`src/rtl/cnn_pkg.sv`:
```
// Shared CNN datapath types and helpers used by the pooling stage and other layers.
package cnn_pkg;

  localparam int DEF_DATA_W = 12;
  localparam int SMAX_W     = 32;

  typedef logic signed [DEF_DATA_W-1:0] sample_t;

  // Operands are sign-extended to SMAX_W by the caller, so any DATA_W up to 32 bits fits.
  function automatic logic signed [SMAX_W-1:0] smax(input logic signed [SMAX_W-1:0] a,
                                                    input logic signed [SMAX_W-1:0] b);
    return (a > b) ? a : b;
  endfunction

endpackage

```
`src/rtl/pool_line_buf.sv`:
```
// Line buffer holding one horizontal-max result per pooled column of the even row.
module pool_line_buf
  import cnn_pkg::*;
#(
  parameter int DEPTH = 12,
  parameter int WIDTH = 36,
  parameter int AW    = 4
) (
  input  logic             clk,
  input  logic             wr_en,
  input  logic [AW-1:0]    addr,
  input  logic [WIDTH-1:0] wr_data,
  output logic [WIDTH-1:0] rd_data
);

  logic [WIDTH-1:0] mem_q [DEPTH];

  always_ff @(posedge clk) begin
    if (wr_en) begin
      mem_q[addr] <= wr_data;
    end
  end

  assign rd_data = mem_q[addr];

endmodule

```
`src/rtl/maxpool_relu_stream.sv`:
```
// Streaming 2x2/stride-2 signed max-pool with one output register and valid/ready on both sides.
// Define POOL_RELU_EN to clamp negative pooled samples to zero.
module maxpool_relu_stream
  import cnn_pkg::*;
#(
  parameter int CHANNELS = 3,
  parameter int DATA_W   = DEF_DATA_W,
  parameter int IN_W     = 24,
  parameter int IN_H     = 24
) (
  input  logic                       clk,
  input  logic                       rst,
  input  logic                       in_valid,
  output logic                       in_ready,
  input  logic [CHANNELS*DATA_W-1:0] in_data,
  output logic                       out_valid,
  input  logic                       out_ready,
  output logic [CHANNELS*DATA_W-1:0] out_data,
  output logic                       out_last
);

  localparam int OUT_W = IN_W / 2;
  localparam int OUT_H = IN_H / 2;
  localparam int BUS_W = CHANNELS * DATA_W;
  localparam int CW    = $clog2(IN_W);
  localparam int RW    = $clog2(IN_H);
  localparam int AW    = (OUT_W > 1) ? $clog2(OUT_W) : 1;

  localparam logic [CW-1:0] COL_LAST     = CW'(IN_W - 1);
  localparam logic [RW-1:0] ROW_LAST     = RW'(IN_H - 1);
  localparam logic [CW-1:0] POOL_COL_END = CW'(2 * OUT_W - 1);
  localparam logic [RW-1:0] POOL_ROW_END = RW'(2 * OUT_H - 1);

  logic [CW-1:0]    col_q, col_d;
  logic [RW-1:0]    row_q, row_d;
  logic [BUS_W-1:0] h_q, h_d;
  logic             out_valid_q, out_valid_d;
  logic [BUS_W-1:0] out_data_q, out_data_d;
  logic             out_last_q, out_last_d;

  logic             accept;
  logic             in_pool_col;
  logic             in_pool_row;
  logic             lb_wr_en;
  logic             window_done;
  logic [AW-1:0]    lb_addr;
  logic [BUS_W-1:0] lb_rd;
  logic [BUS_W-1:0] hmax;
  logic [BUS_W-1:0] wmax;

  function automatic logic [DATA_W-1:0] max_s(input logic [DATA_W-1:0] a,
                                              input logic [DATA_W-1:0] b);
    logic signed [SMAX_W-1:0] m;
    m = smax(SMAX_W'($signed(a)), SMAX_W'($signed(b)));
    return m[DATA_W-1:0];
  endfunction

  assign in_ready    = !rst && (!out_valid_q || out_ready);
  assign accept      = in_valid && in_ready;
  assign in_pool_col = (col_q <= POOL_COL_END);
  assign in_pool_row = (row_q <= POOL_ROW_END);
  assign lb_addr     = AW'(col_q >> 1);
  // Trailing odd row/column fall outside the pool range and never touch h_reg or the line buffer.
  assign lb_wr_en    = accept && col_q[0] && !row_q[0] && in_pool_row;
  assign window_done = accept && col_q[0] && row_q[0];

  pool_line_buf #(
    .DEPTH (OUT_W),
    .WIDTH (BUS_W),
    .AW    (AW)
  ) u_line_buf (
    .clk     (clk),
    .wr_en   (lb_wr_en),
    .addr    (lb_addr),
    .wr_data (hmax),
    .rd_data (lb_rd)
  );

  always_comb begin
    hmax = '0;
    wmax = '0;
    for (int ch = 0; ch < CHANNELS; ch++) begin
      hmax[ch*DATA_W +: DATA_W] = max_s(h_q[ch*DATA_W +: DATA_W], in_data[ch*DATA_W +: DATA_W]);
      wmax[ch*DATA_W +: DATA_W] = max_s(lb_rd[ch*DATA_W +: DATA_W], hmax[ch*DATA_W +: DATA_W]);
`ifdef POOL_RELU_EN
      if (wmax[ch*DATA_W + DATA_W - 1]) begin
        wmax[ch*DATA_W +: DATA_W] = '0;
      end
`else
`endif
    end
  end

  always_comb begin
    col_d = col_q;
    row_d = row_q;
    h_d   = h_q;
    if (accept) begin
      if (col_q == COL_LAST) begin
        col_d = '0;
        row_d = (row_q == ROW_LAST) ? '0 : row_q + RW'(1);
      end else begin
        col_d = col_q + CW'(1);
      end
      if (!col_q[0] && in_pool_col) begin
        h_d = in_data;
      end
    end
  end

  // A completing window always wins over a drain, so the register reloads back-to-back.
  always_comb begin
    out_valid_d = out_valid_q;
    out_data_d  = out_data_q;
    out_last_d  = out_last_q;
    if (window_done) begin
      out_valid_d = 1'b1;
      out_data_d  = wmax;
      out_last_d  = (col_q == POOL_COL_END) && (row_q == POOL_ROW_END);
    end else if (out_valid_q && out_ready) begin
      out_valid_d = 1'b0;
      out_last_d  = 1'b0;
    end
  end

  always_ff @(posedge clk) begin
    if (rst) begin
      col_q       <= '0;
      row_q       <= '0;
      h_q         <= '0;
      out_valid_q <= 1'b0;
      out_data_q  <= '0;
      out_last_q  <= 1'b0;
    end else begin
      col_q       <= col_d;
      row_q       <= row_d;
      h_q         <= h_d;
      out_valid_q <= out_valid_d;
      out_data_q  <= out_data_d;
      out_last_q  <= out_last_d;
    end
  end

  assign out_valid = out_valid_q;
  assign out_data  = out_data_q;
  assign out_last  = out_last_q;

endmodule
```
`config.mk`:
```
export PLATFORM = sky130hd
export DESIGN_NAME = maxpool_relu_stream
export DESIGN_NICKNAME = d
export VERILOG_FILES = /design/src/rtl/cnn_pkg.sv /design/src/rtl/pool_line_buf.sv /design/src/rtl/maxpool_relu_stream.sv
export SDC_FILE = /design/constraint.sdc
export NUM_CORES = 1
export LEC_CHECK = 0
export CORE_ASPECT_RATIO = 1.1
export CORE_MARGIN = 1.5
export CORE_UTILIZATION = 35
export DETAILED_ROUTE_END_ITERATION = 16
export GPL_TIMING_DRIVEN = 0
export MAX_ROUTING_LAYER = met4
export PLACE_DENSITY = 0.61
export SYNTH_ARGS = -nofsm -noshare
export SYNTH_HDL_FRONTEND = slang
export SYNTH_SLANG_ARGS = --single-unit
```
`constraint.sdc`:
```
create_clock -name clk -period 6.71 [get_ports clk]
set_clock_uncertainty 0.05 [all_clocks]
set_input_delay 1.342 -clock clk [delete_from_list [all_inputs] [get_ports clk]]
set_output_delay 1.342 -clock clk [all_outputs]
set_load 0.01 [all_outputs]
```
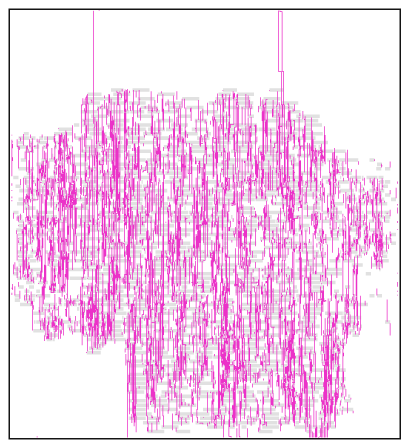
Fig. 1. M2 wires.
wire length on this layer: 25.1 mm
main direction: vertical
longest straight run: 92.5 µm
nets with wire on the layer: 1,460
share of all routed wire: 47%
drt total wl: 53.2 mm
via count: 12,600

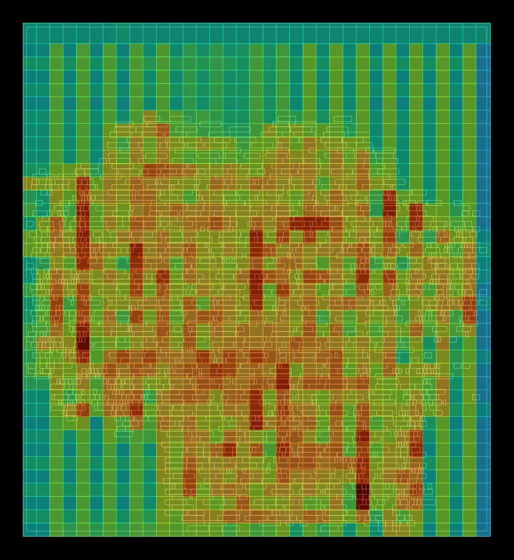
Fig. 2. Routing congestion.
total track usage: 0.171
met1 usage: 0.232
grt met2 use: 0.271
met3 GRT Util: 0.0292

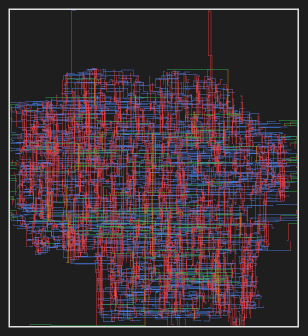
Fig. 3. Signal wires by layer.
legend:
  M3:
    colour: green
    wire_length: 3,430 µm
  M4:
    colour: orange
    wire_length: 927 µm
  M1:
    colour: blue
    wire_length: 23.7 mm
  M2:
    colour: red
    wire_length: 25.1 mm
drt wl/cell: 22.1 µm

==> changes_impl.md <==
### Physical design

- DR iter-0 viols: 1,262
- # nets final: 1,641
- Cell area leaders: edfxtp_1 (59%), mux4_2 (11%), dfxtp_1 (8.0%)
- Wire length on met1: 23.7 mm
- Area after DPL: 0.0243 mm²
- RSZ-0062 raised after global routing: false
- Vias in the first global route: 13,100
- Status: finished, final reports clean
- Ao+oa area frac: 0.0582
- Cell taking the most area after synthesis: edfxtp_1
- FP Rows: 96
- Max-area cell share: 0.590
- Flop-to-flop setup slack: 2.13 ns
- Pleak: 8.90 nW
- Layout Cell Area excl Fill: 0.0261 mm²
- Pre-CTS setup slack: 0.675 ns
- Mux share: 0.145
- Area occupied by multi-input gates: 0.00673 mm²
- Non-Filler Instances: 2,405
- CP Launch Point: in_data[13]
- Distinct lib cells: 60
- Fillers: 5,666
- Ys flop type: edfxtp_1
- Critical path class: in2reg
- H-tree Lvls: 2
- Post-synth top cells: edfxtp_1 (432), nand2_1 (141), mux4_2 (108)
- Hold_sp: h_q[30]
- Mapped Nets: 1,482
- Sequential power share: 0.500
- Hold bufs inserted after CTS: 0
- CP most frequent cell: ha_1
- Sequential power: 3.57 mW
- FP Core Util: 0.353
- # resized after CTS: 0
- # diodes: 0
- HPWL Detailed: 35.8 mm
- Crit-path max FO: 10
- Yosys simple share: 0.0552
- Part of the power in the clock network: 0.426
- Root buffer cell: clkbuf_16
- Top non-seq family: multiplexers
- Worst Hold Class: reg2reg
- Chip area: 0.0644 mm²
- Die span in y: 266 µm
- Clock transition at path regs: 0.06 ns
- Combinational share of power: 0.073
- Top cell excl fill/tap: edfxtp_1
- Slew headroom: 0.317
- Met3 Wirelength: 3.43 mm
- Post-layout util: 0.419
- Sequential standard cell area: 0.0147 mm²
- Pwr top: sequential cells
- Synth-to-Final Area Change: 18.5%
- CTS tree: yes
- Antenna violations before repair: 2
- Net Sw Frac: 0.224
- Fmax: 180 MHz
- Clock sink count: 520
- P per Cell Area: 274 mW/mm²
- Crit path DRT: 7.11 ns
- Postcts setup bufs: 0
- Post-synth EDFFs: 432
- Max Used Layer: met4
- Drt first pass iters: 5
- Final setup vio count: 0
- I/O pins: 79
- First-pass GRT wire length: 80.3 mm
- DR DRC count: 0
- CTS Buf Count: 54
- Routability cong.: 0.841
- Yosys warns: 0
- P_int: 5.54 mW
- CP Capture Point: out_data[16]
- Setup TNS: 0 ns
- Clock Path Buffers: 3
- Worst Hold Slack: 0.423 ns
- Yosys Instances: 1,368
- Setup WS post-layout: 1.15 ns
- Antenna Nets Post-Route: 0
- Most frequent cell after synthesis: edfxtp_1
- Met2 WL: 25.1 mm
- Overall power: 7.14 mW
- Gate Count Post-Synth: 1,368
[worst max-delay path, delay by kind of cell]
kind	cells	cell delay (ns)
AND-OR/OR-AND	8	1.87
adder cells (fa/ha/maj)	2	0.65
buffers and inverters	4	1.14
multiplexers	1	0.52
AND/OR/NAND/NOR	2	0.41
[registers in the layout, summed over array words and instances (netlist names), named ones only]
signal and flops:
u_line_buf.mem_q 432, h_q 36, out_data 36, col_q 5, row_q 5, out_last 1
out_valid 1
[final cells by class]
class                           count  area share
Sequential cell                   520       0.565
Multi-Input combinational cell    708       0.258
Clock buffer                       69      0.0548
Timing Repair Buffer              103      0.0445
Tap cell                          833      0.0400
Clock inverter                     32      0.0138
Buffer                             65      0.0127
Inverter                           75      0.0108
Power and IR drop assume default switching activity.
